`src/rtl/universal_shift_register.sv`:
```
// Universal shift register: hold, shift right, shift left, parallel load.
// Define USR_ROTATE_EN to make the shift modes rotate instead of taking the serial inputs.
module universal_shift_register #(
    parameter int WIDTH = 8
) (
    input  logic             clk,
    input  logic             rst_n,
    input  logic [1:0]       mode,
    input  logic             ser_in_right,
    input  logic             ser_in_left,
    input  logic [WIDTH-1:0] par_in,
    output logic [WIDTH-1:0] q
);

    localparam logic [1:0] MODE_HOLD  = 2'b00;
    localparam logic [1:0] MODE_SHR   = 2'b01;
    localparam logic [1:0] MODE_SHL   = 2'b10;
    localparam logic [1:0] MODE_LOAD  = 2'b11;

    logic [WIDTH-1:0] q_q;
    logic [WIDTH-1:0] q_d;
    logic             fill_msb;
    logic             fill_lsb;

`ifdef USR_ROTATE_EN
    logic unused_ser;
    assign unused_ser = ser_in_left ^ ser_in_right;
    assign fill_msb   = q_q[0];
    assign fill_lsb   = q_q[WIDTH-1];
`else
    assign fill_msb   = ser_in_left;
    assign fill_lsb   = ser_in_right;
`endif

    // Unknown mode values fall through to hold.
    always_comb begin
        q_d = q_q;
        case (mode)
            MODE_HOLD: q_d = q_q;
            MODE_SHR:  q_d = {fill_msb, q_q[WIDTH-1:1]};
            MODE_SHL:  q_d = {q_q[WIDTH-2:0], fill_lsb};
            MODE_LOAD: q_d = par_in;
            default:   q_d = q_q;
        endcase
    end

    always_ff @(posedge clk or negedge rst_n) begin
        if (!rst_n) begin
            q_q <= '0;
        end else begin
            q_q <= q_d;
        end
    end

    assign q = q_q;

endmodule

```
`config.mk`:
```
export PLATFORM = sky130hd
export DESIGN_NAME = universal_shift_register
export DESIGN_NICKNAME = d
export VERILOG_FILES = /design/src/rtl/universal_shift_register.sv
export SDC_FILE = /design/constraint.sdc
export NUM_CORES = 1
export LEC_CHECK = 0
export ABC_AREA = 1
export CAP_MARGIN = 20
export CORE_MARGIN = 1.5
export CORE_UTILIZATION = 42
export DETAILED_ROUTE_END_ITERATION = 12
export HOLD_SLACK_MARGIN = 0.02
export PLACE_DENSITY = 0.88
export SETUP_SLACK_MARGIN = 0.1
export SYNTH_ARGS = -nofsm -noshare
export SYNTH_HDL_FRONTEND = slang
export SYNTH_SLANG_ARGS = --single-unit
```
`constraint.sdc`:
```
create_clock -name clk -period 1.05 [get_ports clk]
set_input_delay 0.1575 -clock clk [delete_from_list [all_inputs] [get_ports clk]]
set_output_delay 0.1575 -clock clk [all_outputs]
set_load 0.05 [all_outputs]
```
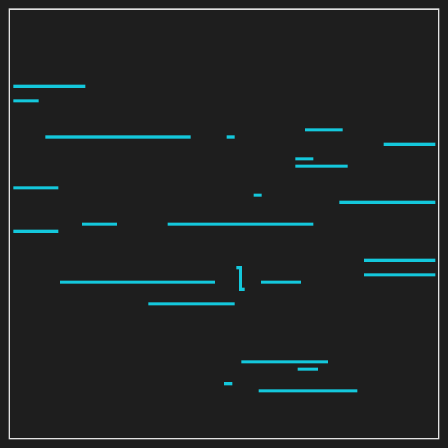
Figure 1: run 1, metal 3.
share of all routed wire: 7.0%
nets with wire on the layer: 20
longest straight run: 14.3 um
main direction: horizontal
vias: 650
final routed wirelength across all metal layers: 1840 um
routing usage on met3: 6.67%

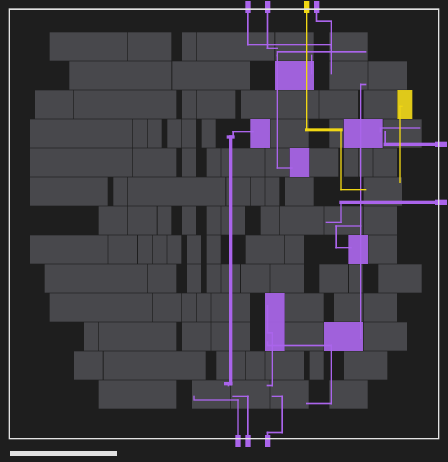
Figure 2: run 1, wires at chosen ports, followed through buffers.
Scale bar: 10 um.
[par_in] purple | bits: 8 | direction: input | edge: 3 top, 3 bottom, 2 right | end cells: 8 | wire: 163 um
[ser_in_right] yellow | bits: 1 | direction: input | edge: top | end cells: 1 | wire: 29.3 um
I/O pin count: 22
number of buffer cells added on primary ports: 21

==> summary.txt, run 1 <==
Main metrics from the flow reports.

The die width is 40.1 um. The post-synthesis sequential area ratio is 34.6%. OpenSTA lists the critical path startpoint as q[1]$_DFFE_PN0P_. The worst setup path is captured at a primary output. The routed design uses 877 um of met2 wire. The final-report max-slew violation count came out at 0. The count of instantiated cells in the yosys netlist is 72. The number of failing setup endpoints in the final timing report is 0. The layout has 90 filler cells. The combinational group power came out at 725 uW. The startpoint identified for the worst register-to-register timing path is q[5]$_DFFE_PN0P_. The wire length of the first global-routing pass came out at 2530 um. Sequential cells placed in the final layout were counted as 8.

The fraction of area in clock buffers and inverters is 2.54%. In the finished design, the share of the clock period the worst path needs comes to 94.0%. For reference, simple AND, OR, NAND and NOR cells occupy 52.7% of the area reported after synthesis. Setup repair after global routing could not meet its margin everywhere. The fraction of the mapped netlist area in adder cells came out at 0%. Once the clock tree was built, the resizer swapped 8 gates to a different size. According to the Yosys statistics, the synthesized design has a chip area of 579 um^2. The number of iterations in the first detailed-routing pass came out at 4. The synthesized instance count came out at 72. The clock reaches the later pin of the worst-skew pair after 0.24 ns. The clock power share is 17.5%.

The overall fraction of global-route tracks in use is 24.4%. The run finished with clean final reports. Per the STA report, the cell with the highest stage delay on the worst path is sky130_fd_sc_hd__dfrtp_2. Among the non-sequential cells, simple AND/OR/NAND/NOR gates take the most area.

The flip-flop count of the largest register, all copies and words added is 8. The post-CTS clock slew at the launch and capture registers of the worst setup and hold paths came out at 0.06 ns. The instance count after placement with tap cells included came out at 113.

STA shows the worst reg2reg path with a cell count of 5. In this run the remaining antenna-violating nets after routing total 0. Setup slack on the critical path of the routed design comes to 0.0628 ns.
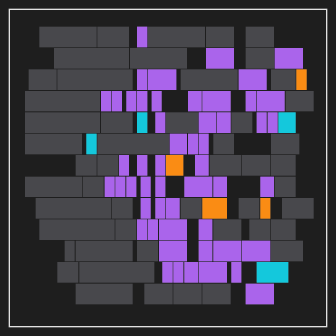
Figure 3: run 1, selected gate families.
[inverters] orange | cells: 4
[NAND gates] purple | cells: 52
[NOR gates] cyan | cells: 4
count of placed standard cells in the final layout, fillers left out: 125
most frequent logic cell in the layout: sky130_fd_sc_hd__nand2_1
fraction of standard cell area in multi-input logic: 31.6%

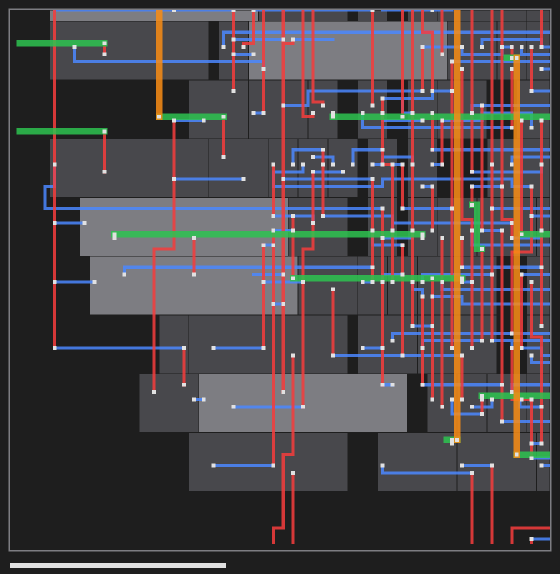
Figure 4: run 1, zoomed window.
Scale bar: 10 um. Region (0, 0) to (25, 25) um. Cells in grey, sequential cells in the stronger grey; small squares are vias.
[met4] orange
[met1] blue
[met2] red
[met3] green
cells with their middle in the window: 46
sequential cells in the window: 4
most frequent: nand2_1 (16), nand3_1 (5), buf_4 (5)
netlist names of flops here include: q (4)

-- run 1: cells in the mapped netlist --
cell                      instances  area [um^2]
sky130_fd_sc_hd__a21oi_2          1         8.76
sky130_fd_sc_hd__nor2_1           3         11.3
sky130_fd_sc_hd__nand3_1         10         50.1
sky130_fd_sc_hd__buf_6            2         22.5
sky130_fd_sc_hd__inv_4            1         6.26
sky130_fd_sc_hd__nand3_2         12          120
sky130_fd_sc_hd__inv_6            1         8.76
sky130_fd_sc_hd__nand2_1         30          113
sky130_fd_sc_hd__nor2_4           1         11.3
sky130_fd_sc_hd__buf_12           1         20.0
sky130_fd_sc_hd__inv_1            1         3.75
sky130_fd_sc_hd__dfrtp_1          8          200
sky130_fd_sc_hd__inv_2            1         3.75
==> run 1 -> run 2 <==
RECOVER_POWER = 25   (was not set)
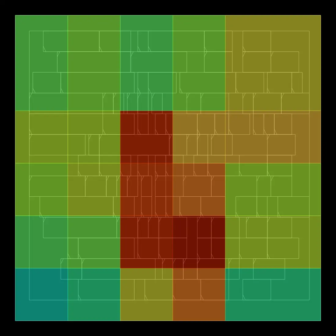
Figure 5: run 2, routing congestion.
Most Crowded Layer GR: met2
Routed wire per std cell: 14.7 um
Tot GR Track Use: 24.4%
GRT met2 Usage: 37.5%

==> summary.txt, run 2 <==
Main metrics from the flow reports.

The flow ran to the end, and the final reports show no timing, DRC or antenna violations. The number of enable-type register cells in the synthesized netlist came out at 0. Per the synth stats, the flop cell with the highest instance count is sky130_fd_sc_hd__dfrtp_1. The flip-flop count of the largest register, all copies and words added came out at 8. The number of failing setup endpoints in the final timing report is 0. The number of filler instances in the final layout came out at 90. The worst-skew pair later-pin latency came out at 0.24 ns. Pin placement for this block handled 22 I/O pins. Buffers placed on the I/O ports in this run total 21.

The yosys-reported design area after synthesis is 579 um^2. The die width came out at 40.1 um. Summed over all nets, wire length on met2 after detailed routing comes to 877 um.

The post-synthesis sequential area ratio is 34.6%. The worst reg-to-reg path cell count came out at 5. The final-report max-slew violation count came out at 0.

The top cell type in the final layout, fill and taps aside, is sky130_fd_sc_hd__nand2_1. The first global-routing pass estimated 2530 um of wire. The total routed wirelength is 1840 um.

The count of instantiated cells in the yosys netlist came out at 72. The number of iterations in the first detailed-routing pass came out at 4. The proportion of netlist area held by the largest area contributor is 34.6%.

The via count is 650. Per the synthesis report, the dominant area consumer among library cells is sky130_fd_sc_hd__dfrtp_1. The met3 track demand over resource in global routing is 6.67%. The kind of capture point of the worst setup path is a primary output. Per the post-route antenna check, the number of violating nets is 0. In the CTS report, the clock slew at the register clock pins of the worst setup and hold paths is listed as 0.06 ns.
## run 2: cell families (layout without fill, tap and decap cells)
kind of cell	Yosys count	count (layout)	share of synthesized area (%)
simple gates	56	56	52.7
flops	8	8	34.6
compound gates	1	1	1.51
buf+inv	7	45	11.2
## run 2: repair_timing
action                     in CTS  in global routing
pin swaps                       2                  1
setup endpoints to repair      16                 16
setup buffers                   8                  0
gates resized                   8                  4
## run 2: power breakdown
part           total (uW)  switching (uW)  internal [uW]
clock                 242            97.1            145
sequential            419            56.9            362
combinational         724             366            358
total                1390             520            865
## run 2: area by class of cell
| class | count | area share (%) |
|---|---|---|
| tap | 15 | 1.82 |
| timing repair buffer | 37 | 41.6 |
| clock buffer | 4 | 2.54 |
| sequential | 8 | 20.2 |
| inverter | 4 | 2.18 |
| multi-input combinational | 57 | 31.6 |
Figure 6. Selected gate families (run 2).
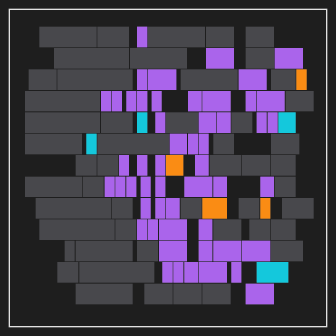

==> run 2 -> run 3 <==
CORE_AREA = 2 2 39 41   (was not set)
CORE_MARGIN = not set   (was 1.5)
CORE_UTILIZATION = not set   (was 42)
DIE_AREA = 0 0 41 43   (was not set)
PLACE_DENSITY = 0.9   (was 0.88)
clock period = 1.2 ns   (was 1.05 ns; I/O delays follow)
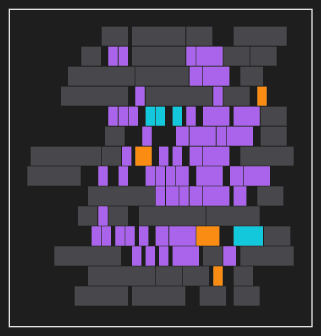
Figure 7: run 3, selected gate families.
fraction of standard cell area in multi-input logic: 33.4%
count of placed standard cells in the final layout, fillers left out: 115

==> summary.txt, run 3 <==
Main metrics from the flow reports.

The final layout report lists a filler cell count of 104. The horizontal die dimension reported for this design is 41 um. In the final layout, excluding clock buffers the buffer count is 27.

The post-route worst setup slack came out at 0.133 ns. Gates resized during post-CTS repair numbered 0. sky130_fd_sc_hd__nand2_1 is the most common cell in the netlist. The fraction of registers with async set/reset is 100%. The main area contributors are sky130_fd_sc_hd__dfrtp_1, sky130_fd_sc_hd__nand3_2, sky130_fd_sc_hd__nand2_1. The slowest stage of the critical path is the sky130_fd_sc_hd__dfrtp_1 cell. The synthesized-area fraction occupied by and/or/nand/nor cells came out at 52.7%.

The yosys-reported design area after synthesis is 579 um^2. Looking at the worst setup and hold paths, the clock pins of their registers show a slew of 0.05 ns. The fraction of area in clock buffers and inverters is 2.39%.

After layout the signal buffers, clock cells excluded, come to 38.3% of cell area. The flow ran to the end, and the final reports show no timing, DRC or antenna violations. The worst reg-to-reg path cell count is 4. The inserted tap cell count came out at 16.

The synthesized netlist devotes 1.51% of its cell area to compound gates. The startpoint identified for the worst register-to-register timing path is q[1]$_DFFE_PN0P_. Yosys shows that the main logic family after synthesis is simple AND/OR/NAND/NOR gates. Setup repair after global routing left no endpoint under its margin.

The proportion of netlist area held by the largest area contributor came out at 34.6%. From the final report, the count of setup violators was given as 0. Sequential cells make up 21.4% of the cell area. The wire length of the first global-routing pass came out at 2280 um.
## run 3: worst min-delay path by stage
stage          startpoint               end  cells past startpoint
5_1_grt             rst_n  q[2]$_DFFE_PN0P_                      1
3_3_place_gp        rst_n  q[0]$_DFFE_PN0P_                      1
6_report            rst_n  q[2]$_DFFE_PN0P_                      1
4_1_cts             rst_n  q[2]$_DFFE_PN0P_                      1
3_5_place_dp        rst_n  q[2]$_DFFE_PN0P_                      1
2_1_floorplan       rst_n  q[0]$_DFFE_PN0P_                      0
## run 3: layer usage
layer	track usage (%)	up-vias
li1	-	289
met1	25.2	273
met2	28.7	9
met3	1.57	2
met4	10.0	0
met5	0	-
## run 3: where the power goes
group	internal (uW)	switching (uW)
clock network	114	83.4
logic	254	256
registers	311	72.7
total	679	413
Power is estimated from default activity; no workload was simulated.
